### Zoomed window, run 1

Window x 50 to 90, y 50 to 90 microns. Cells in gray, sequential cells in the stronger gray; small squares are vias.
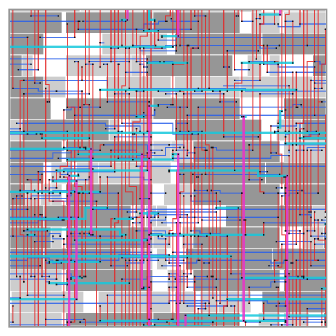
### Metal 3, run 1

Cells faint in the background.
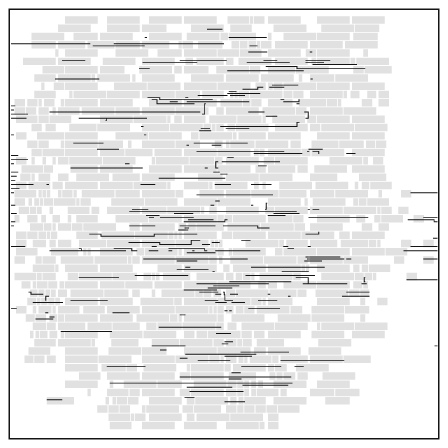
### Routed metal per tile, run 1

Scale bar: 50 microns. 28 x 28 tiles, from white (low) to dark blue (high), scaled to the fullest tile. Values are wire area over tile area, all layers added.
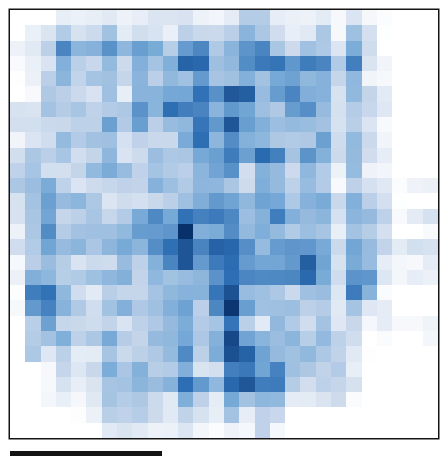
## config.mk

```make
export PLATFORM = sky130hd
export DESIGN_NAME = rs_ctrl_16b
export DESIGN_NICKNAME = d
export VERILOG_FILES = /design/src/rtl/rs_ctrl_16b.sv
export SDC_FILE = /design/constraint.sdc
export NUM_CORES = 1
export LEC_CHECK = 0
export CORE_UTILIZATION = 60
export CTS_CLUSTER_SIZE = 8
export DETAILED_ROUTE_END_ITERATION = 12
export PLACE_DENSITY = 0.82
export SYNTH_ARGS = -nofsm -noshare
export SYNTH_HDL_FRONTEND = slang
export SYNTH_SLANG_ARGS = --single-unit
```

## constraint.sdc

```tcl
create_clock -name CLK -period 6.25 [get_ports CLK]
set_input_delay 1.25 -clock CLK [delete_from_list [all_inputs] [get_ports CLK]]
set_output_delay 1.25 -clock CLK [all_outputs]
set_load 0.02 [all_outputs]
```

## src/rtl/rs_ctrl_16b.sv

```systemverilog
// Return-address stack controller: 16-entry storage addressed by an external pointer
// stage (ss_rp_16b), which this block steers through rp_src.
//
// state | meaning
// IDLE  | waiting; samples call/ret, call wins when both are high
// PUSH  | write latched return address at rp, pointer +1
// POP1  | pointer -1
// POP2  | read entry at (decremented) rp into pc_out, strobe pc_valid
module rs_ctrl_16b #(
   parameter int DEPTH = 16
) (
   input  logic        CLK,
   input  logic        reset,
   input  logic        call,
   input  logic        ret,
   input  logic [15:0] pc_in,
   input  logic [15:0] rp,
   output logic [1:0]  rp_src,
   output logic [15:0] pc_out,
   output logic        pc_valid,
   output logic        busy,
   output logic        overflow,
   output logic        underflow
);

   typedef enum logic [1:0] {
      IDLE = 2'd0,
      PUSH = 2'd1,
      POP1 = 2'd2,
      POP2 = 2'd3
   } state_t;

   state_t      r_state;
   logic [4:0]  r_count;
   logic [15:0] r_pc_lat;
   logic [15:0] r_mem [0:DEPTH-1];
   logic [3:0]  w_idx;
   logic        w_rp_unused;

   assign w_idx       = rp[3:0];
   assign w_rp_unused = ^rp[15:4];

   always_ff @(posedge CLK) begin
      if (reset) begin
         r_state   <= IDLE;
         r_count   <= 5'd0;
         r_pc_lat  <= 16'h0000;
         pc_out    <= 16'h0000;
         pc_valid  <= 1'b0;
         overflow  <= 1'b0;
         underflow <= 1'b0;
      end else begin
         pc_valid <= 1'b0;
         case (r_state)
            IDLE: begin
               if (call) begin
                  if (r_count == 5'(DEPTH)) begin
                     overflow <= 1'b1;
                  end else begin
                     r_pc_lat <= pc_in;
                     r_state  <= PUSH;
                  end
               end else if (ret) begin
                  if (r_count == 5'd0) begin
                     underflow <= 1'b1;
                  end else begin
                     r_state <= POP1;
                  end
               end
            end
            PUSH: begin
               r_count <= r_count + 5'd1;
               r_state <= IDLE;
            end
            POP1: begin
               r_count <= r_count - 5'd1;
               r_state <= POP2;
            end
            POP2: begin
               pc_out   <= r_mem[w_idx];
               pc_valid <= 1'b1;
               r_state  <= IDLE;
            end
            default: r_state <= IDLE;
         endcase
      end
   end

   // Storage is deliberately left out of reset; a reset mid-PUSH suppresses the write.
   always_ff @(posedge CLK) begin
      if (!reset && r_state == PUSH) begin
         r_mem[w_idx] <= r_pc_lat;
      end
   end

   always_comb begin
      rp_src = 2'b00;
      if (!reset) begin
         case (r_state)
            PUSH:    rp_src = 2'b01;
            POP1:    rp_src = 2'b10;
            default: rp_src = 2'b00;
         endcase
      end
   end

   assign busy = (r_state != IDLE);

endmodule
```

==> impl_metrics.tcl, run 1 <==
# metrics dict for downstream scripts
set metrics [dict create \
    finalPower_mw 4.53 \
    final_core_util_pct 71.5 \
    numCtsBuffers 43 \
    top_cells_by_count "edfxtp_1 (256), mux2i_1 (57), nor2_1 (49)" \
    nFillCells 1055 \
    floorplan.nets 676 \
    setup_slack_ps 2030 \
    worstMarginPinSlew_ps 1190 \
    cts_sinks 298 \
    area_growth_pct 16.4 \
    clkLatencyLatePin_ps 510 \
    worstPathMaxFanout 47 \
    leakage_nw 4.61 \
    xor_share_pct 0.304 \
    clk_transition_reported_paths_ps 50 \
    top_register "r_mem" \
    synth-simple-area-share_pct 4.03 \
    required_ps 5000 \
    io_pins 58 \
    rsz0062_at_grt "false" \
    wl_met3_microns 1860 \
    num_antenna_cells 0 \
    synth_area_per_cell_sq_um 18.2 \
    cts_setup_buffers 0 \
    buffers 63 \
    finClkSkew_ps 10.6 \
    relSlewSlack_pct 21.0 \
    die_h_microns 141 \
    wl_met2_microns 12600 \
    warning_count 42 \
    htreeDepth 2 \
    dpl_worst_slack_ps 2070 \
    ff_type "edfxtp_1" \
    synth.distinct_cells 46 \
    maxCapViolCount 0 \
    synth_chip_area_sq_mm 0.0115 \
    sh_comb_area_pct 20.8 \
    core-area_sq_mm 0.0188 \
    die_w_microns 141 \
    first_global_vias 6705 \
    timing.critical_path.to_type "output port" \
    overflow 0 \
    top_cell "edfxtp_1" \
    hpwlAfterDp_microns 13900 \
    antenna_found_initial 0 \
    status "finished, final reports clean" \
    fin_cells 969 \
    top_layer "met4" \
    viasPerCell 6.56 \
    top_cell_area_share_pct 66.7 \
    area_dominant_class "registers" \
    fin_nets 746 \
    cts_tree "done" \
    setup_viol 0 \
    report.final.hold_viol_count 0 \
    nNonClkInverters 6 \
    fin_area_sq_mm 0.0134 \
    startpoint_type "primary input" \
    yosysTopAreaCell "edfxtp_1" \
    ys_cells 633 \
    seq_cell_count 298 \
    cts_hold_buf 0 \
    syn-cell-area_sq_mm 0.0115 \
    logic_gates 291 \
    die_area_sq_mm 0.0198 \
    gr-usage-met1_pct 33.9 \
    peakVddDrop_mv 0.206 \
    grtUsageMet2_pct 43.6 \
    grt_pass1_wl_microns 37900 \
    fmax_mhz 237 \
    arrival_ps 2970 \
    slew_violations 0 \
    whs_ps 490 \
    drt_iter0_drc 580 \
    power_density_mw_per_mm2 337 \
    gp_congestion 0.817 \
    ys_sh_mux_pct 14.0 \
    nWellTaps 234 \
    reg_top3 "r_mem x256, pc_out x16, r_pc_lat x16" \
    clock_path_buffers 3 \
    fp_util_pct 61.4 \
    period_used_pct 67.5 \
    clk_share_pct 9.04 \
    layout_top_cells "edfxtp_1 (256), mux2i_1 (57), nor2_1 (47)" \
    fp-row-count 50 \
    buffer_area_share_pct 4.27 \
    final_layout_top_logic_cell "edfxtp_1" \
    largest_reg_flops 256 \
    dp.cells 892 \
    logic_family "multiplexers" \
    synthCells 633 \
    cts-root-buf "clkbuf_16" \
    fin_crit_ps 4220 \
    met1Wirelength_microns 9700 \
    yosysWarnings 0 \
    ctsResizeCount 0 \
    gr-usage-met3_pct 5.06 \
    drive_gt1_share_pct 16.9 \
    ant_nets 0 \
    topCellsByArea "edfxtp_1 (67%), mux4_2 (8.6%), dfxtp_1 (7.3%)" \
    clock_buffers 75 \
    reg2reg_slack_ps 3570 \
    seq_area_share_pct 63.6 \
    edf_count 256 \
    tns_ps 0 \
    firstDrtPassIters 5 \
    aoi_share_pct 4.85 \
    synthArstFlopShare_pct 0 \
    flop_area_sq_mm 0.00853 \
    critPathKind "primary input to output port" \
    placed_area_sq_mm 0.0122 \
    ys_seq_share_pct 74.0 \
    hp-class "register to register" \
    drc 0 \
    top_usage_layer "met2" \
]
About 'Zoomed window':
Red shows met2. Cyan shows met3. Magenta shows met4. Blue shows met1.
75 logic cells have their middle in the window. Most frequent: edfxtp_1 (29), nor2_1 (7). Netlist names of flops here include r_mem (29). Sequential cells in the window: 29.

About 'Metal 3':
The layer holds 7.5% of the routed length. 132 nets have wire on it. The layer carries 1860 microns of wire.
Detailed Route WL: 24800 microns
total number of vias: 6353

About 'Routed metal per tile':
The densest ninth of the die: center. The emptiest ninth of the die: lower right. 15% of the tiles are nearly empty. 17% of the tiles are over half the peak.
wire per inst: 25.6 microns
Global Route Usage Sum: 26.2%

[run 1: worst paths after layout]
path | depth (start not counted) | endpoint | from
setup / recovery | 3 | rp_src[0] | reset
hold / removal | 2 | pc_out[10]$_SDFFE_PP0P_ | pc_out[10]$_SDFFE_PP0P_
setup reg to reg | 5 | r_mem[12][14]$_DFFE_PP_ | r_state[1]$_SDFFE_PP0P_
hold reg to reg | 2 | pc_out[10]$_SDFFE_PP0P_ | pc_out[10]$_SDFFE_PP0P_
[run 1: where the power goes]
part           switching (mW)  internal [mW]
logic                   0.109         0.0871
registers              0.0522           2.20
clock network           0.792           1.28
[run 1: worst max-delay path, cell delays in order]
cell             delay (ps)
buf_2                   740
nor2b_1                 330
clkdlybuf4s50_1         640
--- run 2 (diff from run 1) ---
CORE_UTILIZATION = 54   (was 60)
PLACE_DENSITY = 0.78   (was 0.82)
clock period = 3.6 ns   (was 6.25 ns; I/O delays follow)
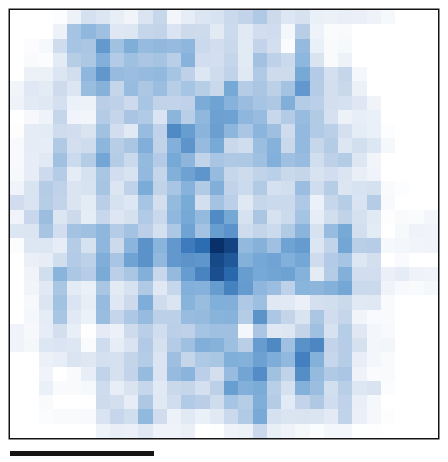
*Routed metal per tile, run 2*
Scale bar: 50 microns. 30 x 30 tiles, from white (low) to dark blue (high), scaled to the fullest tile. Values are wire area over tile area, all layers added.
The mean over all tiles is 0.19. The densest ninth of the die: center. The emptiest ninth of the die: upper right. The fullest tile reaches 0.84. 16% of the tiles are nearly empty. 7.3% of the tiles are over half the peak.
total number of vias: 6426
wire per inst: 24.9 microns
Detailed Route WL: 25900 microns

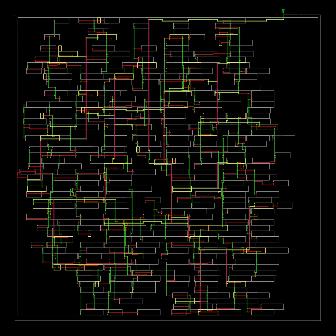
*The clock network, run 2*
total clock sinks: 298
Clk. pwr: 3.59 mW
CTS Buf Count: 43
Flops: 298

==> run 2 against run 1 <==
Compared with the run above:
- die area rose by 11%
- wire length rose by 4.3%
- combinational power rose by 78%
- setup slack got worse by 1500 ps
- first-iteration DRC count fell by 1.6%
- sequential cell count did not move
- worst hold slack improved by 2.1 ps
- via count rose by 1.1%
- non-clock buffer count rose by 28
- critical path type is now register to output port
==> impl_metrics.tcl, run 2 <==
# metrics dict for downstream scripts
set metrics [dict create \
    power_density_mw_per_mm2 574 \
    regToRegStartpoint "r_state[1]$_SDFFE_PP0P_" \
    synth.distinct_cells 46 \
    cts-root-buf "clkbuf_16" \
    syn-cell-area_sq_mm 0.0115 \
    timing.critical_path.to_type "output port" \
    p_comb_uw 349 \
    hpwlAfterDp_microns 15300 \
    relSlewSlack_pct 35.5 \
    top_cells_by_count "edfxtp_1 (256), mux2i_1 (57), nor2_1 (49)" \
    yosysWarnings 0 \
    hp-class "register to register" \
    topCellsByArea "edfxtp_1 (67%), mux4_2 (8.6%), dfxtp_1 (7.3%)" \
    die_area_sq_mm 0.0219 \
    tns_ps 0 \
    area_growth_pct 18.6 \
    top_layer "met4" \
    r2r_end "r_mem[1][11]$_DFFE_PP_" \
    drt_iter0_drc 571 \
    grt_pass1_wl_microns 39000 \
    synth_area_per_cell_sq_um 18.2 \
    core-area_sq_mm 0.0210 \
    floorplan.nets 676 \
    worstPathMaxFanout 5 \
    period_used_pct 85.3 \
    synth_chip_area_sq_mm 0.0115 \
    setup_viol 0 \
    critPathKind "register to output port" \
    final_layout_top_logic_cell "edfxtp_1" \
    startpoint "r_state[1]$_SDFFE_PP0P_" \
    status "finished, final reports clean" \
    peakVddDrop_mv 0.351 \
    cts_hold_buf 0 \
    reg_top3 "r_mem x256, pc_out x16, r_pc_lat x16" \
    cts_tree "done" \
    clk_share_pct 8.87 \
    area_dominant_class "registers" \
    met1Wirelength_microns 9820 \
    reg2reg_slack_ps 1080 \
    report.final.hold_viol_count 0 \
    maxCapViolCount 0 \
    worstRegToRegCells 6 \
    startpoint_type "register" \
    fin_crit_ps 3070 \
    fp_util_pct 55.0 \
    gp_congestion 0.877 \
    slew_violations 0 \
    fin_nets 774 \
    fp-row-count 53 \
    leakage_nw 4.76 \
    clock_path_buffers 3 \
    buffers 91 \
    nFillCells 1368 \
    track_usage_pct 24.4 \
    layout_top_cells "edfxtp_1 (256), mux2i_1 (57), nor2_1 (49)" \
    hold-path-cell-count 2 \
    logic_family "multiplexers" \
    clk_transition_reported_paths_ps 50 \
    yosysTopAreaCell "edfxtp_1" \
    hold_path_end "overflow$_SDFFE_PP0P_" \
    p_sw_mw 1.64 \
    num_antenna_cells 0 \
]
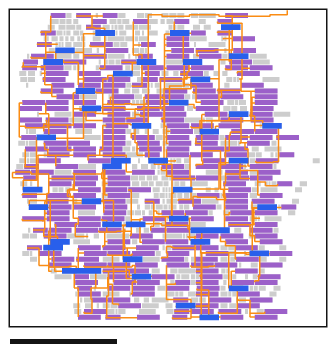
*Routed clock nets over the placement, run 2*
Scale bar: 50 microns.
Orange shows clock wires, length 3420 microns. Blue shows cells driving clock nets, count 43. Purple shows flip-flops, count 298.
Position of the flops: all over the die.
Clock power frac: 45.7%
Clock Skews: 19.2 ps
worst skew pair latency: 520 ps

[run 2: cell counts after synthesis]
No cell type changed its count.
[run 2: stage by stage]
stage,area (sq um),instances,setup slack [ps],hold WS [ps],power [mW]
after floorplan,11500,633,508,532,4.18
after global placement,12500,961,779,457,4.29
after detailed placement,12500,961,718,462,4.32
after CTS,13700,1038,592,493,7.87
after global routing,13700,1038,522,523,8.05
final,13700,1038,530,492,7.85
[run 2: critical path: stages (launching register included)]
cell and delay, ps:
dfxtp_1 330, inv_1 110, ha_1 140, nor2b_1 530, clkdlybuf4s50_1 720
[run 2: cell families (layout without fill, tap and decap cells)]
family,after synthesis,count (layout)
adders and majority gates,7,7
and+or+nand+nor,96,96
AOI/OAI and AO/OA,78,78
xor gates and xnor gates,4,4
muxes,106,106
DFF,298,298
buffers and inverters,44,174
--- run 3 (diff from run 2) ---
RECOVER_POWER = 50   (was unset)
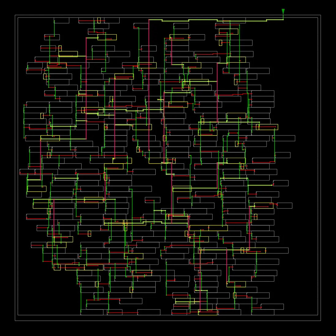
*The clock network, run 3*
Clk. pwr: 3.58 mW
Clock Skews: 22.5 ps

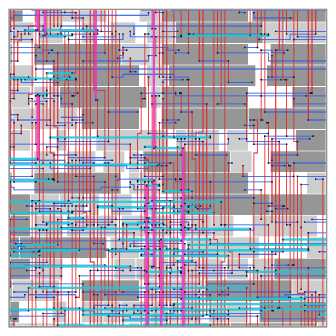
*Zoomed window, run 3*
Window x 54 to 94, y 54 to 94 microns. Cells in gray, sequential cells in the stronger gray; small squares are vias.

==> run 3 against run 2 <==
Compared with the run above:
- the flow now finishes with violations (capacitance limit, slew limit)
- combinational power about the same
- count of clock-buffer cells in the layout is the same
- area after synthesis unchanged
- sequential cell count is the same
- critical path depth rose by 1
- register-to-register slack worse by 110 ps
- final cell count unchanged
- maximum frequency up 0.99%
- critical path type is now primary input to register
- critical endpoint is now r_mem[13][3]$_DFFE_PP_
==> impl_metrics.tcl, run 3 <==
# metrics dict for downstream scripts
set metrics [dict create \
    status "finished, violations left" \
    violations "capacitance limit, slew limit" \
    ant_nets 0 \
    relSlewSlack_pct -13.0 \
    grt_pass1_wl_microns 39000 \
    fin_area_sq_mm 0.0137 \
    slowest_delay_ps 1200 \
    worstRegToRegCells 7 \
    edf_count 256 \
    drive_gt1_share_pct 18.9 \
    fin_cells 1038 \
    regToRegStartpoint "r_state[0]$_SDFFE_PP0P_" \
    dpl_worst_slack_ps 718 \
    top_power_group "registers" \
    path_cells "clkbuf_1, buf_4, nand2_1, nor2_1, buf_4" \
    clk_share_pct 8.89 \
    cts-root-buf "clkbuf_16" \
    nNonClkInverters 6 \
    ff_type "edfxtp_1" \
    synth.distinct_cells 46 \
    synth_chip_area_sq_mm 0.0115 \
    final_layout_top_logic_cell "edfxtp_1" \
    fp_util_pct 55.0 \
    min_from "overflow$_SDFFE_PP0P_" \
    wl_per_cell_microns 24.8 \
    crit_family "buffers and inverters" \
    die_area_sq_mm 0.0219 \
    fin_nets 774 \
    cts_sinks 298 \
    fin_crit_ps 3040 \
    clock_buffers 75 \
    first_global_vias 6717 \
    largest_reg_flops 256 \
    seq_cell_count 298 \
    p_sw_mw 1.63 \
    area_dominant_class "registers" \
    swShare_pct 20.8 \
    synth_area_per_cell_sq_um 18.2 \
    r2r_end "r_pc_lat[9]$_SDFFE_PP0P_" \
    nFillCells 1378 \
    reg_top3 "r_mem x256, pc_out x16, r_pc_lat x16" \
    num_antenna_cells 0 \
    die_w_microns 148 \
    cp_common_cell "buf_4" \
    cts_hold_buf 0 \
    fp-row-count 53 \
    gp_congestion 0.877 \
    ctsResizeCount 0 \
    timing.critical_path.to_type "register" \
    cts_setup_buffers 0 \
    core-area_sq_mm 0.0210 \
    buffer_area_share_pct 5.67 \
    overflow 0 \
    power_density_mw_per_mm2 574 \
    drc 0 \
    floorplan.nets 676 \
    leakage_nw 4.75 \
    tns_ps 0 \
    arrival_ps 3240 \
    firstDrtPassIters 5 \
    startpoint "rp[3]" \
    logic_gates 291 \
    rsz0062_at_grt "false" \
    hold-path-cell-count 2 \
    worstPathMaxFanout 24 \
    hold_path_end "overflow$_SDFFE_PP0P_" \
    antenna_found_initial 0 \
    buffers 91 \
    synthArstFlopShare_pct 0 \
    syn-cell-area_sq_mm 0.0115 \
    top_register "r_mem" \
    topCellsByArea "edfxtp_1 (67%), mux4_2 (8.6%), dfxtp_1 (7.3%)" \
    yosysTopAreaCell "edfxtp_1" \
    wl_met3_microns 2000 \
    setup_slack_ps 561 \
    flop_area_sq_mm 0.00853 \
    cp_slowest_cell "clkbuf_1" \
    top_usage_layer "met2" \
    numCtsBuffers 43 \
    clk_transition_reported_paths_ps 50 \
    report.final.hold_viol_count 0 \
    dp.cells 961 \
    ys_seq_share_pct 74.0 \
    top_cell_area_share_pct 66.7 \
    slew_violations 25 \
    ys_cells 633 \
    area.combinational_sq_mm 0.00277 \
    met1Wirelength_microns 9670 \
    p_seq_mw 3.91 \
    hp-class "register to register" \
    period_used_pct 84.4 \
    layout_top_cells "edfxtp_1 (256), mux2i_1 (57), nor2_1 (49)" \
    nWellTaps 275 \
    io_pins 58 \
    clock_path_buffers 3 \
    clkPwrFrac_pct 45.7 \
    worstMarginPinSlew_ps 1700 \
    top_cells_by_count "edfxtp_1 (256), mux2i_1 (57), nor2_1 (49)" \
    setup_viol 0 \
    critPathKind "primary input to register" \
    cts_tree "done" \
    internal-power_mw 6.20 \
    whs_ps 500 \
    wl_met2_microns 13400 \
    die_h_microns 148 \
    viasPerCell 6.18 \
    synthCells 633 \
    gr-usage-met1_pct 31.3 \
    required_ps 3800 \
    warning_count 42 \
    fmax_mhz 329 \
    drt_iter0_drc 660 \
    top_layer "met4" \
    htreeDepth 2 \
    final_core_util_pct 65.1 \
    comb_power_share_pct 4.4 \
    sh_comb_area_pct 20.3 \
    startpoint_type "primary input" \
    critical_path_buf_inv_count 3 \
    power.share.sequential_pct 49.9 \
    grtUsageMet2_pct 41.6 \
    peakVddDrop_mv 0.351 \
    p_comb_uw 348 \
    area_growth_pct 18.4 \
    clkLatencyLatePin_ps 520 \
    ys.flops 298 \
    placed_area_sq_mm 0.0125 \
    maxCapViolCount 1 \
    top_cell "edfxtp_1" \
    track_usage_pct 24.4 \
    finalPower_mw 7.84 \
]
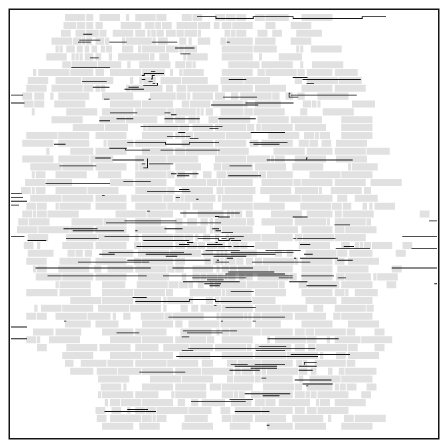
*Metal 3, run 3*
Cells faint in the background.
115 nets have wire on it. The layer carries 2000 microns of wire. The layer holds 7.8% of the routed length. The longest straight run is 48.8 microns. The wires run mostly horizontal.
total number of vias: 6415
Detailed Route WL: 25700 microns
GR Util met3: 4.97%

run 3: cell counts after synthesis:
Identical to the previous run, type by type.
run 3: logic make-up after synthesis:
kind of cell / synth area share, %
mux: 14.0
xor+xnor: 0.304
fa+ha+maj: 0.759
compound gates: 4.85
buf+inv: 2.08
flops: 74.0
simple gates: 4.03
run 3: worst max path at each step:
stage / endpoint / slack (ps) / cells past startpoint
2_1_floorplan: r_mem[1][0]$_DFFE_PP_ / 510 / 6
3_3_place_gp: pc_out[3]$_SDFFE_PP0P_ / 780 / 5
3_5_place_dp: pc_out[6]$_SDFFE_PP0P_ / 720 / 5
4_1_cts: rp_src[0] / 590 / 4
5_1_grt: r_mem[13][3]$_DFFE_PP_ / 440 / 5
6_report: r_mem[13][3]$_DFFE_PP_ / 560 / 5
Power is estimated from default activity; no workload was simulated.
